**src/rtl/wb_stage_reg.sv**
```systemverilog
// M/W pipeline register with load alignment/extension and GRF write-value selection.
// Optional retirement counter (output retire_cnt) is enabled by defining WB_RETIRE_CNT_EN.
module wb_stage_reg #(
    parameter int DATA_W = 32,
    parameter int REG_AW = 5
) (
    input  logic              clk,
    input  logic              reset_n,
    input  logic              stall,
    input  logic              flush,
    input  logic              m_valid,
    input  logic [DATA_W-1:0] m_alu_out,
    input  logic [DATA_W-1:0] m_rdata,
    input  logic [DATA_W-1:0] m_pc8,
    input  logic [DATA_W-1:0] m_aux,
    input  logic [1:0]        m_sel,
    input  logic [2:0]        m_ld_type,
    input  logic              m_reg_we,
    input  logic [REG_AW-1:0] m_reg_addr,
    output logic              w_valid,
    output logic [DATA_W-1:0] w_result,
    output logic              w_reg_we,
    output logic [REG_AW-1:0] w_reg_addr,
    output logic [DATA_W-1:0] w_pc8
`ifdef WB_RETIRE_CNT_EN
    ,
    output logic [31:0]       retire_cnt
`endif
);

    localparam logic [1:0] SEL_ALU  = 2'd0;
    localparam logic [1:0] SEL_LOAD = 2'd1;
    localparam logic [1:0] SEL_PC8  = 2'd2;
    localparam logic [2:0] LD_LB    = 3'd1;
    localparam logic [2:0] LD_LBU   = 3'd2;
    localparam logic [2:0] LD_LH    = 3'd3;
    localparam logic [2:0] LD_LHU   = 3'd4;

    logic              valid_q;
    logic              reg_we_q;
    logic [REG_AW-1:0] reg_addr_q;
    logic [DATA_W-1:0] alu_q;
    logic [DATA_W-1:0] rdata_q;
    logic [DATA_W-1:0] pc8_q;
    logic [DATA_W-1:0] aux_q;
    logic [1:0]        sel_q;
    logic [2:0]        ld_type_q;

    // Each edge: flush beats stall beats capture. Flush clears only the control
    // fields; data fields simply hold because nothing downstream trusts them.
    always_ff @(posedge clk or negedge reset_n) begin
        if (!reset_n) begin
            valid_q    <= 1'b0;
            reg_we_q   <= 1'b0;
            reg_addr_q <= '0;
        end else if (flush) begin
            valid_q    <= 1'b0;
            reg_we_q   <= 1'b0;
            reg_addr_q <= '0;
        end else if (!stall) begin
            valid_q    <= m_valid;
            reg_we_q   <= m_reg_we;
            reg_addr_q <= m_reg_addr;
        end
    end

    always_ff @(posedge clk or negedge reset_n) begin
        if (!reset_n) begin
            alu_q     <= '0;
            rdata_q   <= '0;
            pc8_q     <= '0;
            aux_q     <= '0;
            sel_q     <= '0;
            ld_type_q <= '0;
        end else if (!flush && !stall) begin
            alu_q     <= m_alu_out;
            rdata_q   <= m_rdata;
            pc8_q     <= m_pc8;
            aux_q     <= m_aux;
            sel_q     <= m_sel;
            ld_type_q <= m_ld_type;
        end
    end

    logic [1:0]        offset;
    logic [31:0]       word;
    logic [31:0]       byte_shift;
    logic [7:0]        byte_val;
    logic [15:0]       half_val;
    logic [DATA_W-1:0] load_ext;

    assign offset     = alu_q[1:0];
    assign word       = rdata_q[31:0];
    assign byte_shift = word >> {offset, 3'b000};
    assign byte_val   = byte_shift[7:0];
    // Unaligned halves read the aligned half that contains them.
    assign half_val   = offset[1] ? word[31:16] : word[15:0];

    always_comb begin
        load_ext = DATA_W'(word);
        case (ld_type_q)
            LD_LB:   load_ext = DATA_W'($signed(byte_val));
            LD_LBU:  load_ext = DATA_W'(byte_val);
            LD_LH:   load_ext = DATA_W'($signed(half_val));
            LD_LHU:  load_ext = DATA_W'(half_val);
            default: load_ext = DATA_W'(word);
        endcase
    end

    always_comb begin
        w_result = aux_q;
        case (sel_q)
            SEL_ALU:  w_result = alu_q;
            SEL_LOAD: w_result = load_ext;
            SEL_PC8:  w_result = pc8_q;
            default:  w_result = aux_q;
        endcase
    end

    assign w_valid    = valid_q;
    assign w_reg_addr = reg_addr_q;
    assign w_reg_we   = valid_q & reg_we_q & (reg_addr_q != '0);
    assign w_pc8      = pc8_q;

`ifdef WB_RETIRE_CNT_EN
    always_ff @(posedge clk or negedge reset_n) begin
        if (!reset_n) begin
            retire_cnt <= '0;
        end else if (!flush && !stall && m_valid) begin
            retire_cnt <= retire_cnt + 32'd1;
        end
    end
`endif

endmodule

```
**config.mk**
```make
export PLATFORM = sky130hd
export DESIGN_NAME = wb_stage_reg
export DESIGN_NICKNAME = d
export VERILOG_FILES = /design/src/rtl/wb_stage_reg.sv
export SDC_FILE = /design/constraint.sdc
export NUM_CORES = 1
export LEC_CHECK = 0
export ABC_AREA = 1
export CORE_MARGIN = 2
export CORE_UTILIZATION = 47
export DETAILED_ROUTE_END_ITERATION = 10
export PLACE_DENSITY = 0.86
export SLEW_MARGIN = 30
export SYNTH_ARGS = -nofsm -noshare
export SYNTH_HDL_FRONTEND = slang
export SYNTH_SLANG_ARGS = --single-unit
export TNS_END_PERCENT = 100
```
**constraint.sdc**
```tcl
create_clock -name clk -period 1.9 [get_ports clk]
set_clock_uncertainty 0.15 [all_clocks]
set_input_delay 0.38 -clock clk [delete_from_list [all_inputs] [get_ports clk]]
set_output_delay 0.38 -clock clk [all_outputs]
set_load 0.01 [all_outputs]
```
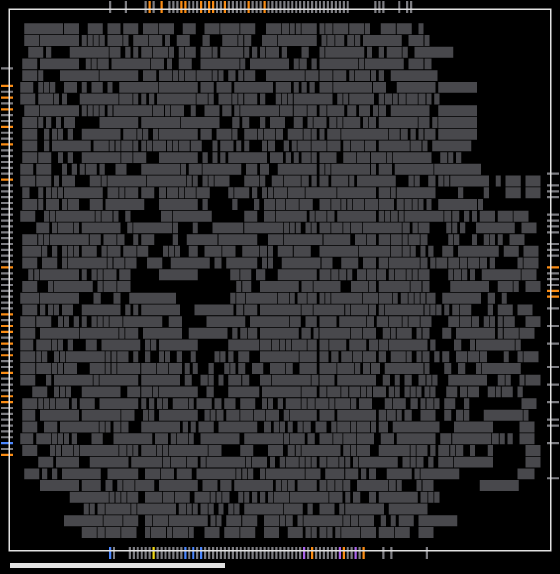
**Above:** run 1 (pin placement).
Bar = 50 um. Pins as bars across the die edge, other pins in gray.
Key: orange = m_alu_out [pins 32, direction input, edge 16 left, 10 top, 3 right, 3 bottom]; blue = m_reg_addr [pins 5, direction input, edge 4 bottom, 1 left]; purple = m_ld_type [pins 3, direction input, edge bottom]; yellow = w_valid [pins 1, direction output, edge bottom]
All pins by edge: 65 left, 65 bottom, 58 top, 27 right.
vertical die size: 125.4 um
die extent in x: 125.4 um

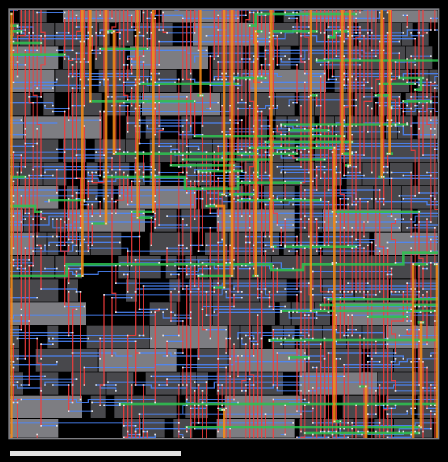
**Above:** run 1 (a small window of the routed layout).
Bar = 20 um. Window x 38 to 88, y 63 to 113 um. Cells in gray, sequential cells in the stronger gray; small squares are vias.
Key: red = met2; green = met3; orange = met4; blue = met1
248 logic cells have their middle in the window. Most frequent: nand2_1 (66), dfrtp_1 (28), buf_4 (26). Sequential cells in the window: 28. Netlist names of flops here include aux_q (13), alu_q (6), rdata_q (4).

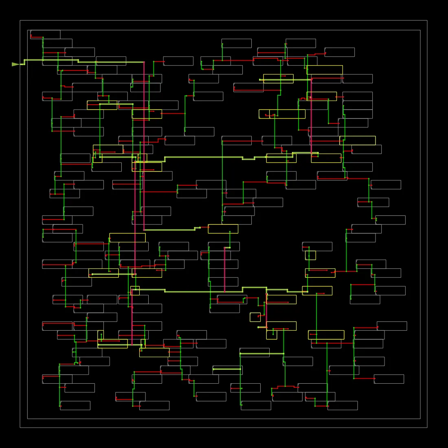
**Above:** run 1 (clock nets).
CTS buffer count: 17
count of clock-net buffers in the final layout: 18
number of clock sinks: 140
number of flip-flops and latches: 140

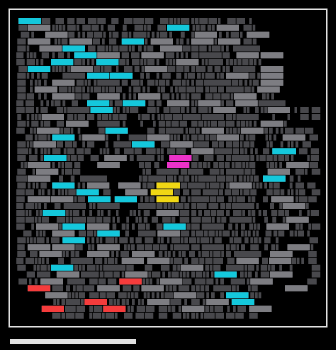
**Above:** run 1 (where the registers sit).
Bar = 50 um.
Key: yellow = ld_type_q [placed flops 3]; red = w_reg_addr [placed flops 5, where bottom left]; magenta = sel_q [placed flops 2]; cyan = alu_q [placed flops 32]
Another 98 sequential cells are not colored.
fraction of the core area covered by cells at the end of the flow: 77.12%
register area: 0.003506 mm^2
sequential group power: 3.59 mW
fraction of standard cell area that is sequential: 31.40%

==> reports/results.ini, run 1 <==
[pwr]
clk-power_mw = 3.67
switching_power_mw = 3.536
int_pwr_mw = 7.379
power.group.top = clock
pg_comb_mw = 3.65

[yosys]
yosysTopAreaCell = sky130_fd_sc_hd__dfrtp_1
edf_count = 0
mappedNetlistNets = 1039
async_flop_share_pct = 100.0
synth-area-yosys_mm2 = 0.006927
ys.flops = 140

[timing]
timing.max_slew.rel_slack_pct = 64.34
report.final.setup_viol = 32
postLayoutSetupSlackWorst_ps = -705.3
post_route_fraction_of_the_period_consumed_by_the_critical_path_pct = 137.1

[routing]
met3_wl_mm = 2.175
postRouteAntennaNets = 0
m1WireLength_mm = 10.41
drt-total-wl_mm = 26.01

[setup_path]
cp_max_fo = 7
rr_endpoint = alu_q[0]
timing.critical_path.slowest_cell_delay_ps = 410
cpMaxStageDelayCell = sky130_fd_sc_hd__dfrtp_1
worst_ep_required_time_ps = 1370
critical_path.cell_chain = buf_6 -> inv_4 -> nand3_4 -> inv_2 -> nand3_4 -> nand3_4 -> buf_12 -> buf_6 -> nand2_2 -> a21oi_2 -> buf_2

[final_layout]
layoutNonFillerInstCount = 1415
dominant_cells = registers
layout.cell_area.non_filler_mm2 = 0.01117

[placed_design]
io_buffer_count = 214
finalWeightedCongestion = 0.9341

[global_route]
grt_antenna_before_repair = 1
grtUsageMet1_pct = 42.60

[status]
violations = negative setup slack
status = finished with violations

[die]
starting_utilization_of_the_core_area_pct = 47.84

[clocking]
cts_max_path_buffers = 2

## Run 2: what changed since run 1
--- a/config.mk
+++ b/config.mk
@@ -8,9 +8,10 @@
 export ABC_AREA = 1
 export CORE_MARGIN = 2
 export CORE_UTILIZATION = 47
+export CTS_CLUSTER_DIAMETER = 30
 export DETAILED_ROUTE_END_ITERATION = 10
 export PLACE_DENSITY = 0.86
-export SLEW_MARGIN = 30
+export SLEW_MARGIN = 40
 export SYNTH_ARGS = -nofsm -noshare
 export SYNTH_HDL_FRONTEND = slang
 export SYNTH_SLANG_ARGS = --single-unit
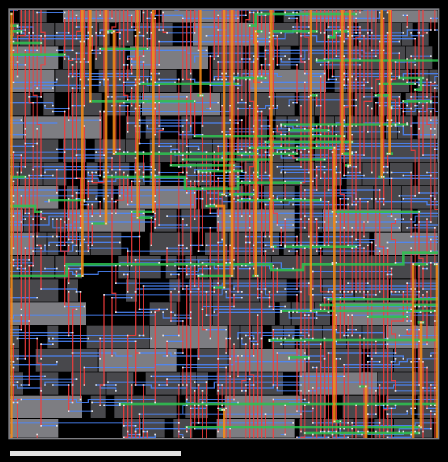
**Above:** run 2 (a small window of the routed layout).
Bar = 20 um. Window x 38 to 88, y 63 to 113 um. Cells in gray, sequential cells in the stronger gray; small squares are vias.

==> reports/results.ini, run 2 <==
[status]
violations = negative setup slack  ; unchanged
status = finished with violations  ; unchanged

[setup_path]
critical_path.cell_chain = buf_6 -> inv_4 -> nand3_4 -> inv_2 -> nand3_4 -> nand3_4 -> buf_12 -> buf_6 -> nand2_2 -> a21oi_2 -> buf_2  ; unchanged
cpMaxStageDelayCell = sky130_fd_sc_hd__dfrtp_1  ; unchanged
worst_ep_required_time_ps = 1370  ; about the same
timing.critical_path.slowest_cell_delay_ps = 410  ; about the same

[die]
dieHeight_um = 125.4  ; unchanged
starting_utilization_of_the_core_area_pct = 47.84  ; unchanged
die_x_um = 125.4  ; unchanged

[yosys]
ys.flops = 140  ; unchanged
async_flop_share_pct = 100.0  ; unchanged
mappedNetlistNets = 1039  ; unchanged
synth-area-yosys_mm2 = 0.006927  ; unchanged

[timing]
report.final.setup_viol = 32  ; unchanged
timing.max_slew.rel_slack_pct = 64.34  ; unchanged
postLayoutSetupSlackWorst_ps = -705.3  ; unchanged
post_route_fraction_of_the_period_consumed_by_the_critical_path_pct = 137.1  ; unchanged

[routing]
drt-total-wl_mm = 26.01  ; unchanged
m1WireLength_mm = 10.41  ; unchanged
met3_wl_mm = 2.175  ; unchanged

[pwr]
power.group.top = clock  ; unchanged
switching_power_mw = 3.536  ; unchanged
clk-power_mw = 3.67  ; about the same
pg_comb_mw = 3.65  ; about the same
int_pwr_mw = 7.379  ; unchanged
powerSeq_mw = 3.59  ; about the same

[global_route]
grt_usage_pct = 32.42  ; unchanged
grtUsageMet1_pct = 42.60  ; unchanged
grt_antenna_before_repair = 1  ; unchanged

[clocking]
cts_buffers = 17  ; unchanged
cts_max_path_buffers = 2  ; unchanged

[placed_design]
finalWeightedCongestion = 0.9341  ; unchanged
io_buffer_count = 214  ; unchanged

[final_layout]
register_area_mm2 = 0.003506  ; unchanged
layout.cell_area.non_filler_mm2 = 0.01117  ; unchanged
dominant_cells = registers  ; unchanged
layout.clock_buffers = 18  ; unchanged
layoutNonFillerInstCount = 1415  ; unchanged

[worst_hold_path]
hold_path_class = in -> async  ; unchanged

Power figures rest on the tool's default switching activity, not on a simulated workload.
